File: src/rtl/addsub_nibble_serial.sv
// 16-bit signed saturating add/subtract that time-shares a single 4-bit
// carry-lookahead slice, processing one nibble per cycle, with zero/neg/ovfl flags.
module addsub_nibble_serial (
  input  logic        clk,
  input  logic        rst,
  input  logic        start,
  input  logic        sub,
  input  logic [15:0] a,
  input  logic [15:0] b,
  output logic        busy,
  output logic        done,
  output logic [15:0] sum,
  output logic        ovfl,
  output logic        zero,
  output logic        neg
);

  localparam int NIB_CNT = 4;
  localparam logic [1:0] LAST_IDX = 2'(NIB_CNT - 1);

  typedef enum logic [1:0] {
    IDLE = 2'd0,
    RUN  = 2'd1,
    FIN  = 2'd2
  } state_t;

  state_t      state_q, state_d;
  logic [15:0] op_a_q, op_a_d;
  logic [15:0] op_b_q, op_b_d;
  logic [15:0] raw_q, raw_d;
  logic        carry_q, carry_d;
  logic [1:0]  idx_q, idx_d;
  logic        busy_q, busy_d;
  logic        done_q, done_d;
  logic [15:0] sum_q, sum_d;
  logic        ovfl_q, ovfl_d;
  logic        zero_q, zero_d;
  logic        neg_q, neg_d;

  logic [3:0]  slice_a, slice_b, slice_sum;
  logic        slice_cout;
  logic        slice_p_unused, slice_g_unused;
  logic        sat_ovf;
  logic [15:0] sat_result;

  assign slice_a = op_a_q[{idx_q, 2'b00} +: 4];
  assign slice_b = op_b_q[{idx_q, 2'b00} +: 4];

  CLA_4bit u_cla (
    .A        (slice_a),
    .B        (slice_b),
    .Cin      (carry_q),
    .Sum      (slice_sum),
    .Cout     (slice_cout),
    .Prop_Val (slice_p_unused),
    .Gen_Val  (slice_g_unused)
  );

  // The carry out of the top nibble is discarded; overflow comes from the sign bits.
  assign sat_ovf    = (op_a_q[15] == op_b_q[15]) && (raw_q[15] != op_a_q[15]);
  assign sat_result = sat_ovf ? (op_a_q[15] ? 16'h8000 : 16'h7FFF) : raw_q;

  always_comb begin
    state_d = state_q;
    op_a_d  = op_a_q;
    op_b_d  = op_b_q;
    raw_d   = raw_q;
    carry_d = carry_q;
    idx_d   = idx_q;
    busy_d  = busy_q;
    done_d  = 1'b0;
    sum_d   = sum_q;
    ovfl_d  = ovfl_q;
    zero_d  = zero_q;
    neg_d   = neg_q;
    case (state_q)
      IDLE: begin
        if (start) begin
          op_a_d  = a;
          op_b_d  = sub ? ~b : b;
          carry_d = sub;
          idx_d   = 2'd0;
          busy_d  = 1'b1;
          state_d = RUN;
        end
      end
      RUN: begin
        raw_d[{idx_q, 2'b00} +: 4] = slice_sum;
        carry_d = slice_cout;
        idx_d   = idx_q + 2'd1;
        if (idx_q == LAST_IDX) state_d = FIN;
      end
      FIN: begin
        sum_d   = sat_result;
        ovfl_d  = sat_ovf;
        zero_d  = (sat_result == 16'h0000);
        neg_d   = sat_result[15];
        done_d  = 1'b1;
        busy_d  = 1'b0;
        state_d = IDLE;
      end
      default: begin
        busy_d  = 1'b0;
        state_d = IDLE;
      end
    endcase
  end

  always_ff @(posedge clk or posedge rst) begin
    if (rst) begin
      state_q <= IDLE;
      op_a_q  <= 16'h0000;
      op_b_q  <= 16'h0000;
      raw_q   <= 16'h0000;
      carry_q <= 1'b0;
      idx_q   <= 2'd0;
      busy_q  <= 1'b0;
      done_q  <= 1'b0;
      sum_q   <= 16'h0000;
      ovfl_q  <= 1'b0;
      zero_q  <= 1'b0;
      neg_q   <= 1'b0;
    end else begin
      state_q <= state_d;
      op_a_q  <= op_a_d;
      op_b_q  <= op_b_d;
      raw_q   <= raw_d;
      carry_q <= carry_d;
      idx_q   <= idx_d;
      busy_q  <= busy_d;
      done_q  <= done_d;
      sum_q   <= sum_d;
      ovfl_q  <= ovfl_d;
      zero_q  <= zero_d;
      neg_q   <= neg_d;
    end
  end

  assign busy = busy_q;
  assign done = done_q;
  assign sum  = sum_q;
  assign ovfl = ovfl_q;
  assign zero = zero_q;
  assign neg  = neg_q;

endmodule

module CLA_4bit (
  input  logic [3:0] A,
  input  logic [3:0] B,
  input  logic       Cin,
  output logic [3:0] Sum,
  output logic       Cout,
  output logic       Prop_Val,
  output logic       Gen_Val
);

  logic [3:0] p, g;
  logic [3:0] c;

  assign p = A ^ B;
  assign g = A & B;

  assign c[0] = Cin;
  assign c[1] = g[0] | (p[0] & Cin);
  assign c[2] = g[1] | (p[1] & g[0]) | (p[1] & p[0] & Cin);
  assign c[3] = g[2] | (p[2] & g[1]) | (p[2] & p[1] & g[0]) | (p[2] & p[1] & p[0] & Cin);

  assign Prop_Val = &p;
  assign Gen_Val  = g[3] | (p[3] & g[2]) | (p[3] & p[2] & g[1]) | (p[3] & p[2] & p[1] & g[0]);
  assign Cout     = Gen_Val | (Prop_Val & Cin);
  assign Sum      = p ^ c;

endmodule
File: config.mk
export PLATFORM = sky130hd
export DESIGN_NAME = addsub_nibble_serial
export DESIGN_NICKNAME = d
export VERILOG_FILES = /design/src/rtl/addsub_nibble_serial.sv
export SDC_FILE = /design/constraint.sdc
export NUM_CORES = 1
export LEC_CHECK = 0
export ABC_AREA = 1
export CAP_MARGIN = 20
export CORE_ASPECT_RATIO = 0.75
export CORE_UTILIZATION = 28
export DETAILED_ROUTE_END_ITERATION = 7
export PLACE_DENSITY = 0.58
export SYNTH_ARGS = -nofsm -noshare
export SYNTH_HDL_FRONTEND = slang
export SYNTH_SLANG_ARGS = --single-unit
File: constraint.sdc
create_clock -name clk -period 2 [get_ports clk]
set_input_delay 0.3 -clock clk [delete_from_list [all_inputs] [get_ports clk]]
set_output_delay 0.3 -clock clk [all_outputs]
set_load 0.1 [all_outputs]
==> results.yml, run 1 <==
# synthesis and place-and-route metrics
sta:
  hold-worst-slack_ps: 423
  final-setup-viol-count: 0
  setup_total_negative_slack_ps: 0
  tightest_slew_ps: 669
  hold_viol: 0
  relSlewSlack: 0.553
  final.setup_skew_ps: 5.16
  rsz_0062_raised_after_global_routing: "true"
  final_max_slew_viol_count: 0
  timing.final.crit_share: 0.991
  final.min_clock_period_ps: 1980
  fmax_mhz: 504
global_routing:
  maximum_number_of_pins_on_one_net_before_global_route_repair: 74
  grt_use_met3: 0.0398
  use_met1: 0.208
  gr-usage-all-layers: 0.140
  grt_pass1_vias: 2899
  grt_overflow_total: 0
  grt.busiest_layer: "met1"
  met2_use_gr: 0.193
  grt_first_pass_wirelength_um: 14500
die:
  chipHeight_um: 99.6
  design.die.area_um2: 13200
  fp_util: 0.288
  core_area_um2: 12300
  chip_width_um: 132
  boundaryPins: 57
setup_path:
  critPathMaxStageDelay_ps: 420
  cp-end-kind: "flip-flop"
  critical_path.slowest_cell: "dfrtp_2"
  cp.arrival_ps: 2260
  worst-path-max-fanout: 13
  crit_required_ps: 2270
  worst_path_most_repeated_cell: "nand2_1"
  worst_setup_path_start_kind: "flip-flop"
  crit_chain: "clkinv_4, o21ai_0, o22ai_2, ha_1, nand4_1, nand3_1, nand3_2, nor2_2, nand2_1, nand2_1"
yosys:
  yosysTopAreaCellShare: 0.513
  synth.yosys.seq_area_share: 0.513
  enable_flop_cells: 0
  post_synth_net_total: 461
  syn_area_per_cell_um2: 8.58
  synth_chip_area_um2: 3560
  synth.top_cells.by_count: "nand2_1 (124), dfrtp_1 (73), nor2_1 (45)"
  synth_stat.cells: 415
  post_synth_num_cell_types: 34
  synthesis.area_um2: 3560
  synthCells: 415
  post_synth_main_area_contributors: "dfrtp_1 (51%), nand2_1 (13%), o21ai_0 (6.0%), nor2_1 (4.7%), xnor2_1 (4.2%)"
  ys_async_sr_fraction: 1.00
  leading_register_cell_type_out_of_synthesis: "dfrtp_1"
  ys_ff: 73
  yosysMostFrequentCell: "nand2_1"
  yosys_warnings: 0
clock_network:
  tritoncts_num_sinks: 73
  worst_setup_hold_path_clk_slew_ps: 60
  cts_hold_buffers: 0
  max-clock-path-buffers: 2
  ctsHtreeMaxLevel: 3
  numCtsBuffers: 9
  cts_tree: "done"
  worstSkewPairLatency_ps: 340
  clock_tree.root_cell: "clkbuf_16"
placed_design:
  post-dp-hpwl_um: 6130
  finalWeightedCongestion: 0.882
  port_buffers: 56
drt:
  total_drc_errors_in_the_routed_layout: 0
  drt-wirelength-per-cell_um: 13.0
  detailroute.via_count: 2941
  detailedRoute.firstIterationViolations: 133
  first_pass_iters: 5
  route.final.wire_length_um: 8480
  vias_per_cell: 4.52
  detail-route-antenna-nets: 0
cells_and_area:
  num-fill-cells: 1295
  finalCoreUtilization: 0.375
  area_added_between_synthesis_and_finish_pct: 30.3
  fin_nets: 525
  antenna_cells_inserted: 0
job:
  warnings: 31
  drv_cap: 0
run_status:
  outcome: "finished clean"
## run 1: flip-flops by register name, indices dropped and copies added, names as in the netlist
signal	cells
sum	16
op_b_q	16
busy	1
op_a_q	16
ovfl	1
raw_q	16
done	1
state_q	2
idx_q	2
zero	1
carry_q	1
## run 1: worst paths after layout
| check | start | end | slack (ps) | cells past startpoint |
|---|---|---|---|---|
| max | idx_q[0] | raw_q[7] | 20 | 10 |
| min | rst | op_a_q[1] | 420 | 3 |
| max reg2reg | idx_q[0] | raw_q[7] | 20 | 10 |
| min reg2reg | op_a_q[14] | op_a_q[14] | 470 | 2 |
| max in group asynchronous | rst | sum[8] | 1260 | 3 |
| min in group clk | op_a_q[14] | op_a_q[14] | 470 | 2 |
## run 1: per-stage QoR
step	worst slack, ps	cell area, um2	instances
floorplan	29.8	3570	415
global placement	41.6	4280	633
detailed placement	-42.6	4280	633
CTS	2.10	4590	649
global route	-119	4640	650
finish	17.8	4640	650
## run 1: cell usage in the layout, fill, tap and decap left out, types with 2 or more instances in the layout
cell / instances
clkbuf_16: 9
o22ai_1: 6
inv_1: 15
dfrtp_1: 72
nor2_1: 42
o22ai_2: 2
nor2_4: 2
clkinv_2: 2
o21ai_2: 3
inv_2: 6
nand3_1: 8
ha_1: 9
clkinvlp_4: 4
o21ai_0: 33
o21ai_1: 18
nand2_2: 7
nand2_1: 122
clkinv_4: 2
nand3_2: 2
buf_4: 33
xnor2_1: 16
buf_12: 2
a21oi_1: 16
nor2_2: 5
clkdlybuf4s50_1: 35
## run 1: worst max-delay path: cells and delay by family (launching register included)
| family | cells | cell delay (ps) |
|---|---|---|
| and+or+nand+nor | 6 | 660 |
| DFF | 1 | 420 |
| AOI/OAI and AO/OA | 2 | 400 |
| adders and majority gates | 1 | 310 |
| buffers and inverters | 1 | 120 |
## run 1: routing by layer
layer | part of all wire | up-vias | routed length [um]
li1 | - | 1463 | -
met1 | 0.53 | 1380 | 4500
met3 | 0.058 | 10 | 492
met4 | 0.012 | 0 | 101
met2 | 0.40 | 88 | 3390
met5 | 0 | - | 0
## run 1: layout make-up
class | instances | area (um2) | share of cell area
Sequential cell | 73 | 1830 | 0.394
Multi-Input combinational cell | 302 | 1570 | 0.339
Timing Repair Buffer | 70 | 638 | 0.138
Clock buffer | 9 | 225 | 0.0486
Tap cell | 166 | 208 | 0.0448
Inverter | 23 | 95.1 | 0.0205
Clock inverter | 7 | 71.3 | 0.0154
## run 1: cell families after synthesis
group,after synthesis,synth area share
and+or+nand+nor,191,0.219
AOI/OAI and AO/OA,84,0.130
DFF,73,0.513
buffers and inverters,40,0.0587
xor gates and xnor gates,17,0.0418
adders and majority gates,10,0.0373
## run 1: timing repair
| item | CTS | global route |
|---|---|---|
| endpoints found under the setup margin | 2 | 14 |
| gates resized | 4 | 19 |
| setup buffers | 0 | 1 |
| pin swaps | 1 | 7 |
### Cell classes on the final placement, run 1

(3 px per um)
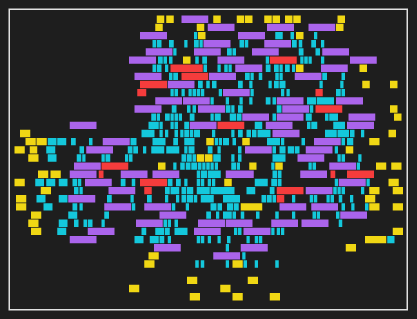
- clock drivers and dummy loads: red (cells 16; share of their area 6.7%)
- other buffers and delay cells: yellow (cells 70; share of their area 14%)
- all other logic: cyan (cells 325; share of their area 38%)
- flip-flops: purple (cells 73; share of their area 41%)
Placement Rows: 35
flip-flop and latch share of the layout cell area: 0.394
total non-filler cell area in the finished layout: 4640 um2

### Met1 routing, run 1

(4 px per um)
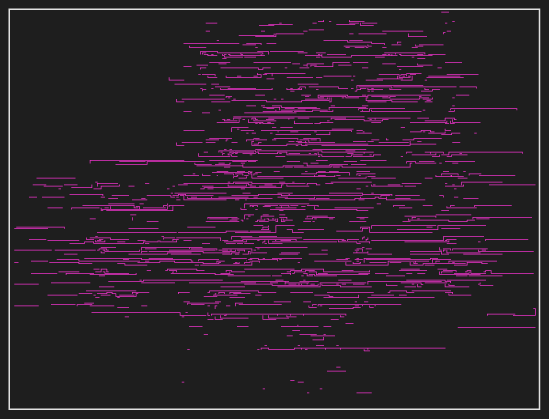
- wire length on this layer: 4500 um
- longest straight run: 37.7 um
- nets with wire on the layer: 456
- share of all routed wire: 53%

### Gate-type map, run 1

(2 px per um)
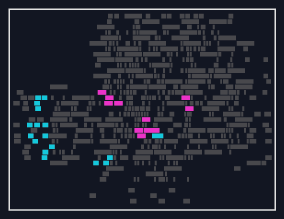
- XOR/XNOR gates: cyan (cells 17)
- adder and majority cells: magenta (cells 10; where centre)
share of the final layout cell area in multi-input gates: 0.339
post-route insts no fill: 650
Top cell excl fill/tap: nand2_1

### Drive-strength map, run 1

(3 px per um)
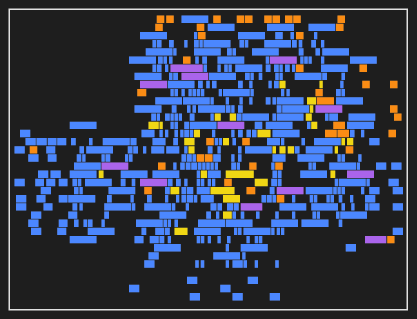
- drive 3 to 4: orange (cells 43; share 8.9%)
- drive 1 or less: blue (cells 398; share 82%)
- drive 2: yellow (cells 31; share 6.4%)
- drive 6 and up: purple (cells 12; share 2.5%)

### Routing congestion map, run 1

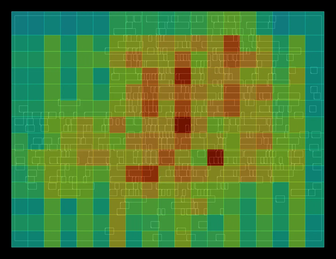

==> run 2: changes to the inputs <==
Settings changed: SYNTH_HIERARCHICAL from default to 1.
### Routing congestion map, run 2

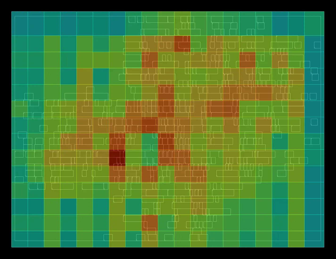
post-layout util: 0.395
met3 track demand over resource in global routing: 0.0369
layer with the highest usage: met2

### Gate-type map, run 2

(2 px per um)
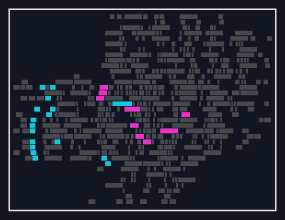
- XOR/XNOR gates: cyan (cells 17)
- adder and majority cells: magenta (cells 9; where centre)
post-route insts no fill: 660
share of the final layout cell area in multi-input gates: 0.344

==> run 2 against run 1 <==
Compared with the run above:
- the flow now finishes with violations (setup timing)
- maximum frequency shrank 1.2%
- flip-flop count stayed put
- core utilization up 1.9 points
==> results.yml, run 2 <==
# synthesis and place-and-route metrics
sta:
  hold_viol: 0
  final-setup-viol-count: 3
  rsz_0062_raised_after_global_routing: "true"
  final.setup.worst_slack_ps: -6.25
  final_max_slew_viol_count: 0
  tightest_slew_ps: 666
run_status:
  outcome: "finished, violations left"
  violations: "setup timing"
die:
  design.die.area_um2: 13200
  chip_width_um: 133
  boundaryPins: 57
  chipHeight_um: 99.9
  core_area_um2: 12300
drt:
  total_drc_errors_in_the_routed_layout: 0
  vias_per_cell: 4.58
  detail-route-antenna-nets: 0
  drt-wirelength-per-cell_um: 13.1
  route.final.wire_length_um: 8620
  first_pass_iters: 7
clock_network:
  worst_setup_hold_path_clk_slew_ps: 60
  cts_hold_buffers: 0
  ctsHtreeMaxLevel: 3
  clock_tree.root_cell: "clkbuf_16"
  numCtsBuffers: 9
  max-clock-path-buffers: 2
  worstSkewPairLatency_ps: 330
  tritoncts_num_sinks: 73
yosys:
  yosys_warnings: 6
  synthCells: 422
  syn_area_per_cell_um2: 8.48
placed_design:
  pre_cts_slack_ps: -154
  dpl.cell_count: 640
  port_buffers: 56
  post-dp-hpwl_um: 6340
setup_path:
  worst-path-max-fanout: 13
  cp-end-kind: "flip-flop"
  reg2reg_depth: 12
  crit_chain: "buf_12, o21ai_1, o22ai_1, ha_1, nand2_1, inv_2, nor2_2, nand2_1, nand2_1, nand2_2, nand3_2, o21ai_1"
  worst_path_most_repeated_cell: "nand2_1"
  worst_setup_path_start_kind: "flip-flop"
  critPathMaxStageDelay_ps: 450
  critical_path.slowest_cell: "dfrtp_2"
  cp.arrival_ps: 2220
  crit_required_ps: 2210
  endpoint_of_the_lowest_slack_register_to_register_path: "raw_q[6]"
global_routing:
  gr-usage-all-layers: 0.139
  grt_pass1_vias: 2980
  grt_overflow_total: 0
cells_and_area:
  mostFrequentLayoutCell: "nand2_1"
  antenna_cells_inserted: 0
  area_added_between_synthesis_and_finish_pct: 36.2
job:
  warnings: 30
  drv_cap: 0
## run 2: cell types whose count changed in the layout (fill, tap and decap cells not counted), moves of 3 or more
| cell | change |
|---|---|
| inv_1 | -3 |
| nand2_2 | -4 |
| nand3_1 | +6 |
| nand4_1 | +4 |
| o21ai_0 | +11 |
| nand3_2 | +5 |
| o21ai_1 | -8 |
| o21ai_2 | +5 |
| nand2_1 | -6 |
| nor2_1 | -6 |
## run 2: worst max-delay path by stage
stage | from | to
after floorplan | idx_q[0] | raw_q[7]
after global placement | idx_q[0] | raw_q[5]
after detailed placement | idx_q[0] | raw_q[13]
after CTS | idx_q[0] | raw_q[7]
after global routing | idx_q[1] | raw_q[6]
final | idx_q[0] | raw_q[6]
## run 2: critical path, delay by kind of cell (launching register included)
family          cells  cell delay (ps)
buf+inv             2              210
compound gates      3              280
simple gates        6              590
fa+ha+maj           1              350
flops               1              450
## run 2: layer usage
metal | vias up | part of all wire | GRT usage
met1 | 1428 | 0.52 | 0.197
met3 | 9 | 0.040 | 0.0369
met2 | 68 | 0.43 | 0.207
met5 | - | 0 | 0
met4 | 0 | 0.0092 | 0.0398
li1 | 1518 | - | -
## run 2: final cells by class
cell class,count,share of cell area
well taps,166,0.0426
repair buffers,74,0.144
clock inverters,4,0.0203
inverters,24,0.0218
clock buffers,12,0.0526
flip-flops and latches,73,0.375
multi-input cells,307,0.344
## run 2: repair_timing
| action | in CTS | in global routing |
|---|---|---|
| gates resized | 15 | 28 |
| buffers inserted | 3 | 1 |
| pin swaps | 8 | 15 |
| setup endpoints to repair | 12 | 16 |
## run 2: through the flow
stage | cell area (um2) | setup TNS, ps
floorplan | 3600 | 0
global route | 4870 | -1350
CTS | 4780 | 0
finish | 4870 | -10.2
global placement | 4370 | -241
detailed placement | 4370 | -828
### Met1 routing, run 2

(4 px per um)
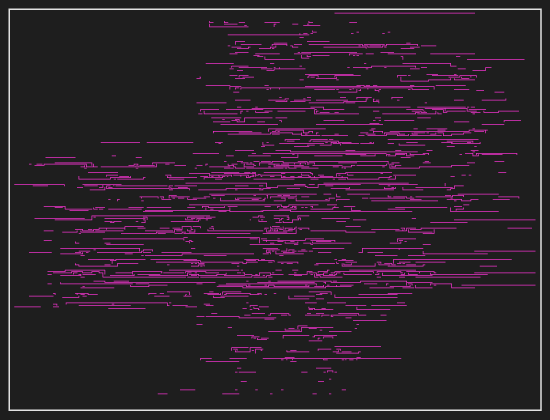

==> run 3: changes to the inputs <==
Settings changed: CORE_UTILIZATION 28 to 48, PLACE_DENSITY 0.58 to 0.85, SLEW_MARGIN from default to 20.
### Met1 routing, run 3

(4 px per um)
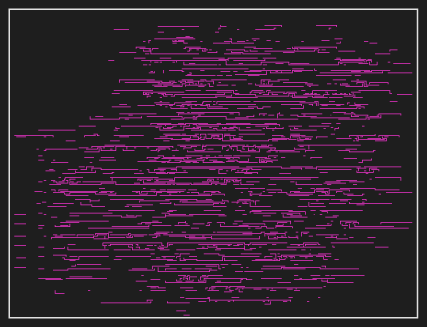
- longest straight run: 35.9 um
- nets with wire on the layer: 479

### Cell classes on the final placement, run 3

(4 px per um)
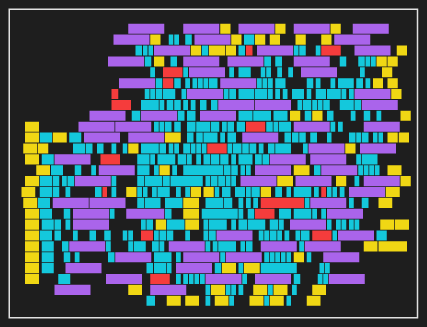
- other buffers and delay cells: yellow (cells 79; share of their area 16%)
- clock drivers and dummy loads: red (cells 16; share of their area 4.1%)
- flip-flops: purple (cells 73; share of their area 40%)
- all other logic: cyan (cells 332; share of their area 40%)

==> run 3 against run 2 <==
Compared with the run above:
- the run still ends with setup timing left
- synthesized area is the same
- cell count decreased by 9.4%
- die area shrank 41%
- flip-flop count stayed put
- synthesized cell count stayed put
- core utilization grew 28 points
- critical path depth shrank 1
- via count up 6.3%
- clock skew decreased by 0.59 ps
- critical path type unchanged
- largest cell class unchanged
==> results.yml, run 3 <==
# synthesis and place-and-route metrics
run_status:
  outcome: "finished, violations left"
  violations: "setup timing"
cells_and_area:
  lay_top_cells: "nand2_1 (115), dfrtp_1 (72), o21ai_0 (39)"
  fin_nets: 540
  area_added_between_synthesis_and_finish_pct: 31.2
  mostFrequentLayoutCell: "nand2_1"
  finalCoreUtilization: 0.671
  layout.cells.non_filler: 598
  final_cell_area_um2: 4690
  antenna_cells_inserted: 0
yosys:
  syn_area_per_cell_um2: 8.48
  yosys_warnings: 6
  synthesis.area_um2: 3580
  synthCells: 422
  post_synth_net_total: 467
clock_network:
  tritoncts_num_sinks: 73
  ctsHtreeMaxLevel: 3
  cts_tree: "done"
  worst_setup_hold_path_clk_slew_ps: 70
  clock_tree.root_cell: "clkbuf_8"
  numCtsBuffers: 9
  worstSkewPairLatency_ps: 360
  max-clock-path-buffers: 2
sta:
  relSlewSlack: 0.547
  rsz_0062_raised_after_global_routing: "true"
  final_max_slew_viol_count: 0
  hold_viol: 0
  fmax_mhz: 478
  tightest_slew_ps: 678
  final.min_clock_period_ps: 2090
  final.setup.worst_slack_ps: -93.5
  final.setup_skew_ps: 6.55
  timing.final.crit_share: 1.05
  hold-worst-slack_ps: 389
  final-setup-viol-count: 6
placed_design:
  post-dp-hpwl_um: 5800
  port_buffers: 56
  place_area_um2: 4250
  finalWeightedCongestion: 0.903
  dpl.cell_count: 573
drt:
  route.final.wire_length_um: 8890
  drt-wirelength-per-cell_um: 14.9
  detail-route-antenna-nets: 0
  detailedRoute.firstIterationViolations: 403
  vias_per_cell: 5.37
  detailroute.via_count: 3212
  total_drc_errors_in_the_routed_layout: 0
  first_pass_iters: 5
global_routing:
  grt_pass1_vias: 2988
  grt_overflow_total: 0
  initial_antenna_violation_count: 0
  maximum_number_of_pins_on_one_net_before_global_route_repair: 74
  grt_first_pass_wirelength_um: 14000
  gr-usage-all-layers: 0.232
setup_path:
  worst_setup_path_start_kind: "flip-flop"
  critPathKind: "flip-flop to flip-flop"
  reg2reg_depth: 11
  cp-end-kind: "flip-flop"
  crit_required_ps: 2270
  worst-path-max-fanout: 5
  cp.arrival_ps: 2370
die:
  fp_util: 0.512
  chip_width_um: 102
  boundaryPins: 57
  core_area_um2: 6990
  design.die.area_um2: 7810
  floorplan.rows: 26
  chipHeight_um: 76.8
job:
  warnings: 30
  drv_cap: 0
worst_hold_path:
  hold_path_class: "input port to asynchronous set/reset pin"
[run 3: per-layer routing]
metal,GRT usage,up-vias,part of all wire
met5,0,-,0
met4,0.0812,0,0.022
met3,0.0675,28,0.082
met2,0.345,152,0.46
met1,0.322,1496,0.43
li1,-,1536,-
[run 3: timing repair]
item                       4_1_cts  5_1_grt
pin swaps                        9       24
buffers inserted                 5        2
setup endpoints to repair        8       17
hold buffers                     0        0
resized                         18       47
cloned                           1        1
[run 3: final timing paths]
kind,slack [ps],endpoint,start
hold reg to reg,490,busy,busy
max in group asynchronous,1300,raw_q[9],rst
setup / recovery,-90,raw_q[7],idx_q[0]
hold / removal,390,op_a_q[10],rst
min in group clk,480,op_a_q[13],a[13]
setup reg to reg,-90,raw_q[7],idx_q[0]
[run 3: critical path, stage by stage (launching register included)]
cell,delay [ps]
dfrtp_2,490
buf_6,170
o21ai_1,140
o22ai_1,100
ha_1,310
buf_6,110
nand4_1,120
nand2_1,90
nand2_1,80
nand2_2,100
nand3_2,110
o21ai_2,190
[run 3: through the flow]
step                      setup WS [ps]  TNS [ps]
final                             -93.5      -193
after global routing               -175      -910
after global placement             27.7         0
after CTS                         0.454         0
after detailed placement          -70.7      -257
after floorplan                    14.9         0
[run 3: final cells by class]
cell class | instances | area (um2)
Fill cell | 550 | 2300
Sequential cell | 73 | 1830
Multi-Input combinational cell | 307 | 1730
Timing Repair Buffer | 79 | 719
Clock buffer | 11 | 131
Tap cell | 98 | 123
Inverter | 24 | 100
Clock inverter | 5 | 56.3
Timing Repair inverter | 1 | 6.26
